`src/rtl/data_memory_ctl.sv`:
```
// -----------------------------------------------------------------------------
// data_memory_ctl
//   Single-port data memory sitting between the CPU load/store unit and on-chip
//   RAM. Requests use a valid/ready handshake. Writes are byte-lane masked.
//   Reads return one cycle after acceptance. Out-of-range accesses raise a
//   one-cycle addr_err. After reset the array is cleared one word per clock
//   before requests are accepted.
//
//   Optional feature macro: DMEM_PARITY_EN
//     When defined, each byte lane stores an even-parity bit. The err_inject
//     input and the parity_err output are added.
//
// Ports
//   clk          rising-edge clock
//   rst_n        asynchronous active-low reset
//   req_valid    request present
//   req_ready    controller accepts a request this cycle (READY state)
//   write_enable 1 = write, 0 = read
//   address      word address
//   data_input   write data
//   byte_en      per-lane write enable
//   rsp_valid    one-cycle pulse: data_output holds read data
//   data_output  read data, holds last read value between responses
//   addr_err     one-cycle pulse for an accepted request with address >= DEPTH
//   init_done    high once the post-reset clear has finished
//   err_inject   (DMEM_PARITY_EN) invert stored parity of written lanes
//   parity_err   (DMEM_PARITY_EN) pulses with rsp_valid on a parity failure
// -----------------------------------------------------------------------------
module data_memory_ctl #(
  parameter int ADDR_WIDTH = 16,
  parameter int DATA_WIDTH = 16,
  parameter int DEPTH      = 256
) (
  input  logic                      clk,
  input  logic                      rst_n,
  input  logic                      req_valid,
  output logic                      req_ready,
  input  logic                      write_enable,
  input  logic [ADDR_WIDTH-1:0]     address,
  input  logic [DATA_WIDTH-1:0]     data_input,
  input  logic [DATA_WIDTH/8-1:0]   byte_en,
`ifdef DMEM_PARITY_EN
  input  logic                      err_inject,
  output logic                      parity_err,
`endif
  output logic                      rsp_valid,
  output logic [DATA_WIDTH-1:0]     data_output,
  output logic                      addr_err,
  output logic                      init_done
);

  localparam int NB    = DATA_WIDTH / 8;
  localparam int IDX_W = (DEPTH > 1) ? $clog2(DEPTH) : 1;
`ifdef DMEM_PARITY_EN
  localparam int LW = 9;   // parity bit sits above the data byte
`else
  localparam int LW = 8;
`endif

  localparam logic [0:0] ST_INIT  = 1'b0;
  localparam logic [0:0] ST_READY = 1'b1;

  localparam logic [ADDR_WIDTH:0] DEPTH_W  = (ADDR_WIDTH+1)'(DEPTH);
  localparam logic [IDX_W-1:0]    LAST_IDX = IDX_W'(DEPTH - 1);

  logic [0:0]            state_reg;
  logic [IDX_W-1:0]      clr_ptr_reg;
  logic                  init_done_reg;
  logic                  rsp_valid_reg;
  logic                  addr_err_reg;
  logic                  oor_rd_reg;
  logic [DATA_WIDTH-1:0] hold_reg;

  logic                  in_range;
  logic                  acc;
  logic                  rd_acc;
  logic                  wr_acc;
  logic                  clr_we;
  logic [IDX_W-1:0]      idx;
  logic [DATA_WIDTH-1:0] ram_word;
  logic [DATA_WIDTH-1:0] rsp_data;
  logic [NB-1:0]         lane_perr;

  // Range check uses the full address; only the low bits index the array.
  assign in_range = ({1'b0, address} < DEPTH_W);
  assign idx      = address[IDX_W-1:0];
  assign acc      = req_valid && req_ready;
  assign rd_acc   = acc && !write_enable;
  assign wr_acc   = acc && write_enable && in_range;
  assign clr_we   = (state_reg == ST_INIT);

  // One RAM per byte lane, so lane masking is a plain per-RAM write enable.
  genvar gi;
  generate
    for (gi = 0; gi < NB; gi++) begin : g_lane
      logic [LW-1:0] lane_mem [DEPTH];
      logic [LW-1:0] lane_q;
      logic [LW-1:0] wr_lane;

`ifdef DMEM_PARITY_EN
      assign wr_lane = {(^data_input[8*gi +: 8]) ^ err_inject, data_input[8*gi +: 8]};
      // Even parity over data+parity must be zero.
      assign lane_perr[gi] = ^lane_q;
`else
      assign wr_lane = data_input[8*gi +: 8];
      assign lane_perr[gi] = 1'b0;
`endif

      always_ff @(posedge clk) begin
        if (clr_we) begin
          lane_mem[clr_ptr_reg] <= '0;   // zero data has zero even parity
        end else if (wr_acc && byte_en[gi]) begin
          lane_mem[idx] <= wr_lane;
        end
        if (rd_acc) begin
          lane_q <= lane_mem[idx];
        end
      end

      assign ram_word[8*gi +: 8] = lane_q[7:0];
    end
  endgenerate

  assign rsp_data = oor_rd_reg ? '0 : ram_word;

  always_ff @(posedge clk or negedge rst_n) begin
    if (!rst_n) begin
      state_reg     <= ST_INIT;
      clr_ptr_reg   <= '0;
      init_done_reg <= 1'b0;
      rsp_valid_reg <= 1'b0;
      addr_err_reg  <= 1'b0;
      oor_rd_reg    <= 1'b0;
      hold_reg      <= '0;
    end else begin
      rsp_valid_reg <= rd_acc;
      addr_err_reg  <= acc && !in_range;
      oor_rd_reg    <= rd_acc && !in_range;
      // Capture the presented response so it persists after the pulse.
      if (rsp_valid_reg) begin
        hold_reg <= rsp_data;
      end
      case (state_reg)
        ST_INIT: begin
          clr_ptr_reg <= clr_ptr_reg + IDX_W'(1);
          if (clr_ptr_reg == LAST_IDX) begin
            state_reg     <= ST_READY;
            init_done_reg <= 1'b1;
          end
        end
        default: begin
          state_reg <= ST_READY;
        end
      endcase
    end
  end

  assign req_ready   = (state_reg == ST_READY);
  assign rsp_valid   = rsp_valid_reg;
  assign addr_err    = addr_err_reg;
  assign init_done   = init_done_reg;
  assign data_output = rsp_valid_reg ? rsp_data : hold_reg;
`ifdef DMEM_PARITY_EN
  assign parity_err  = rsp_valid_reg && !oor_rd_reg && (|lane_perr);
`endif

endmodule

```
`config.mk`:
```
export PLATFORM = sky130hd
export DESIGN_NAME = data_memory_ctl
export DESIGN_NICKNAME = d
export VERILOG_FILES = /design/src/rtl/data_memory_ctl.sv
export SDC_FILE = /design/constraint.sdc
export NUM_CORES = 2
export LEC_CHECK = 0
export CORE_MARGIN = 8
export CORE_UTILIZATION = 66
export DETAILED_ROUTE_END_ITERATION = 8
export GPL_TIMING_DRIVEN = 0
export PLACE_DENSITY_LB_ADDON = 0.08
export REMOVE_ABC_BUFFERS = 1
export SLEW_MARGIN = 10
export SYNTH_ARGS = -nofsm -noshare
export SYNTH_HDL_FRONTEND = slang
export SYNTH_SLANG_ARGS = --single-unit
```
`constraint.sdc`:
```
create_clock -name clk -period 15.2 [get_ports clk]
set_input_delay 2.28 -clock clk [delete_from_list [all_inputs] [get_ports clk]]
set_output_delay 2.28 -clock clk [all_outputs]
set_load 0.03 [all_outputs]
```
==> deck_impl_summary.md <==
Key Metrics from the Run

Synth
  – Synth Seq Share: 0.765
  – Synthesized area per cell: roughly 20 sq um
  – YS chip area: 0.162 sq mm
  – Yosys cell types: 57
  – Synth top cell by count: edfxtp_1
  – Main area contributors: edfxtp_1 (76%), mux4_2 (10%), mux2i_1 (4.7%), nor2_1 (1.2%), a22oi_1 (0.85%)
  – Top cell area share: 0.761
  – Cell count in the Yosys report: about 8100

Setup path
  – Slowest stage cell, crit path: a211oi_1
  – Worst path most repeated cell: buf_16
  – Reg2Reg Depth: 6
  – CP required: 15.86 ns
  – Critical Path End: g_lane[0].lane_q[1]
  – FF-to-FF setup slack: around 10 ns

STA
  – RSZ-0062 raised after global routing: false
  – FMAX: between 100 and 150 MHz
  – Clock period minus worst slack: approximately 7.5 ns
  – Slew headroom: 0.0713

Die
  – Core ar.: 0.245 sq mm
  – Initial Util: 0.662

Outcome
  – Status: finished clean

Power and ir drop
  – Maximum VDD drop: 0.000116 V
  – Logic gate share of total power: 0.025
  – PD cells: around 130 mW/mm^2
  – Leakage: around 48 nW

Finish
  – Flop count: between 4000 and 5000
  – # clk buffers: 501
  – NonClk Buf Share: 0.0254
  – Comb area share: 0.195
  – Max reg flops: 4096

Drt
  – Vias per cell: 6.97
  – TritonRoute pass-1 iters: 7

Run
  – OpenROAD warning count: 39

CTS
  – Clk slew on worst S/H paths: about 0.06 ns
  – Cts hold-fix bufs: 0

Placement
  – Hpwl dp: 249000 microns
==> placed cells by master (no fill, tap or decap), types with 49 or more instances in the layout <==
cell / count
clkinv_1: 92
nor3_1: 133
o22ai_1: 50
a211oi_1: 49
clkinv_2: 70
clkdlybuf4s50_1: 50
clkbuf_16: 422
nor2_1: 521
mux4_2: 735
a21oi_1: 157
edfxtp_1: 4112
mux2i_1: 756
o221ai_1: 144
clkbuf_1: 77
nand2_1: 124
a22oi_1: 183
buf_16: 96
o21ai_0: 93
==> power by group through the flow <==
| stage | registers, W | logic, W | clock network, W |
|---|---|---|---|
| finish | 0.0124 | 0.000576 | 0.00986 |
| detailed placement | 0.0126 | 0.000572 | 0 |
| global placement | 0.0126 | 0.00175 | 0 |
| global route | 0.0124 | 0.000595 | 0.0104 |
| CTS | 0.0124 | 0.000573 | 0.00994 |
| floorplan | 0.0126 | 0.000216 | 0 |
==> critical path: cells and delay by family <==
| kind | cells | cell delay [ns] |
|---|---|---|
| AND-OR/OR-AND | 4 | 1.33 |
| buffers and inverters | 6 | 2.69 |
| multiplexers | 2 | 1.13 |
==> layer usage <==
| layer | global-route usage | share of wire |
|---|---|---|
| met1 | 0.435 | 0.38 |
| met2 | 0.464 | 0.47 |
| met3 | 0.0637 | 0.11 |
| met4 | 0.112 | 0.043 |
| met5 | 0 | 0.00031 |
==> stage by stage <==
step / instances / util / power (W)
6_report: 11800 / 0.740 / 0.0228
5_1_grt: 11700 / 0.739 / 0.0233
4_1_cts: 11700 / 0.739 / 0.0229
3_5_place_dp: 11000 / 0.686 / 0.0132
3_3_place_gp: 10800 / 0.668 / 0.0144
2_1_floorplan: 7560 / - / 0.0128
Fig. 1: I/O nets highlighted
(1 px per micron)
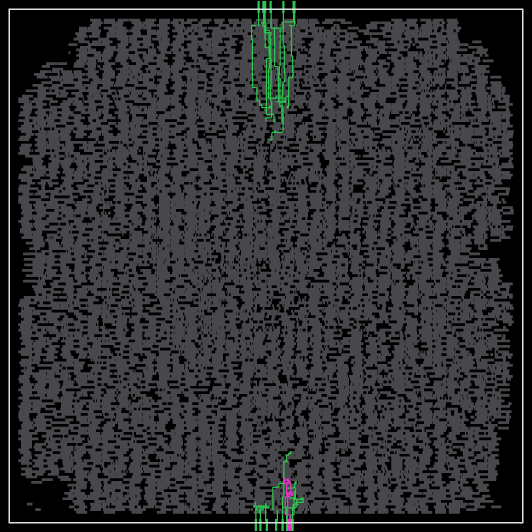
`byte_en` -> magenta  # direction input, end cells 4, buffers 2, wire 106 microns
`data_output` -> green  # direction output, end cells 16, buffers 16, wire 1380 microns

Fig. 2: signal wires on met4
(1 px per micron) Supply wires on this layer in gray.
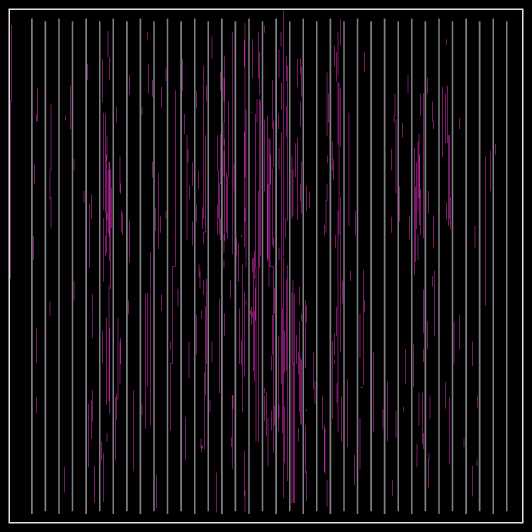
longest straight run = 252 microns
nets with wire on the layer = 203

Fig. 3: routed clock nets over the placement
(1 px per micron)
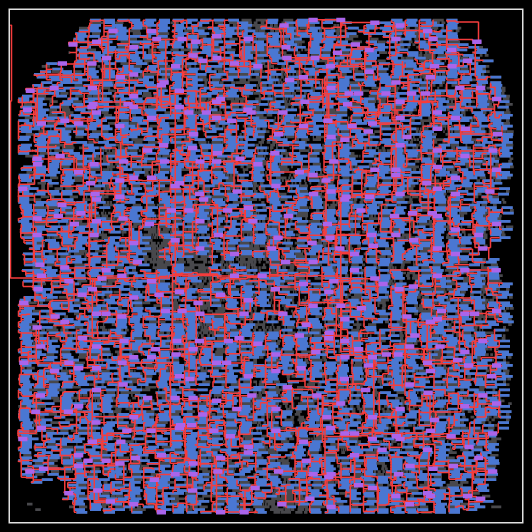
clock-net drivers -> purple  # count 412
clock wires -> red  # length 42.7 mm
flip-flops -> blue  # count 4141
flops lie = all over the die
routed clock nets = 413

Fig. 4: track usage over the die
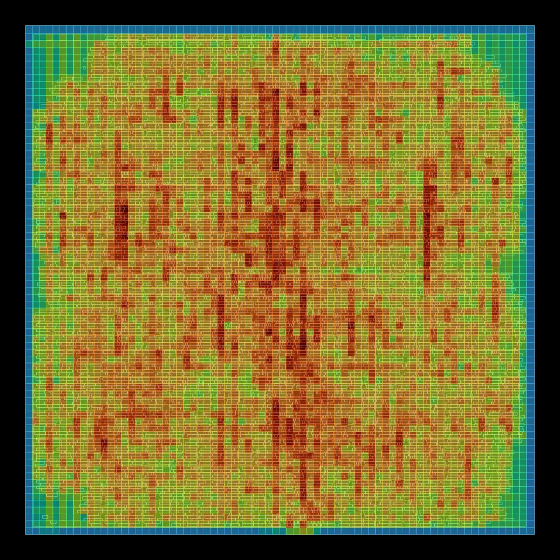
Finished Core Util: 0.740
Total GRT Usage: 0.301
GRT met2 Usage: 0.464
drt wl/cell: 34.0 microns
M1 GR Usage: 0.435

Fig. 5: placement density heat map
The die is cut into 26 by 26 equal tiles; dark blue is low, red is high, 0 to 100% covered.
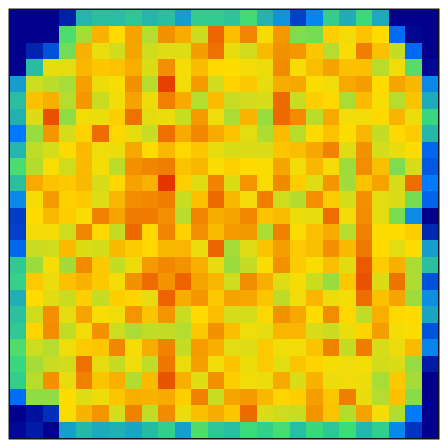
nearly empty tiles = 3.4%
tiles over 75% full = 46%
mean over tiles = 68%
fullest tile = 94%

Power is estimated from default activity; no workload was simulated.
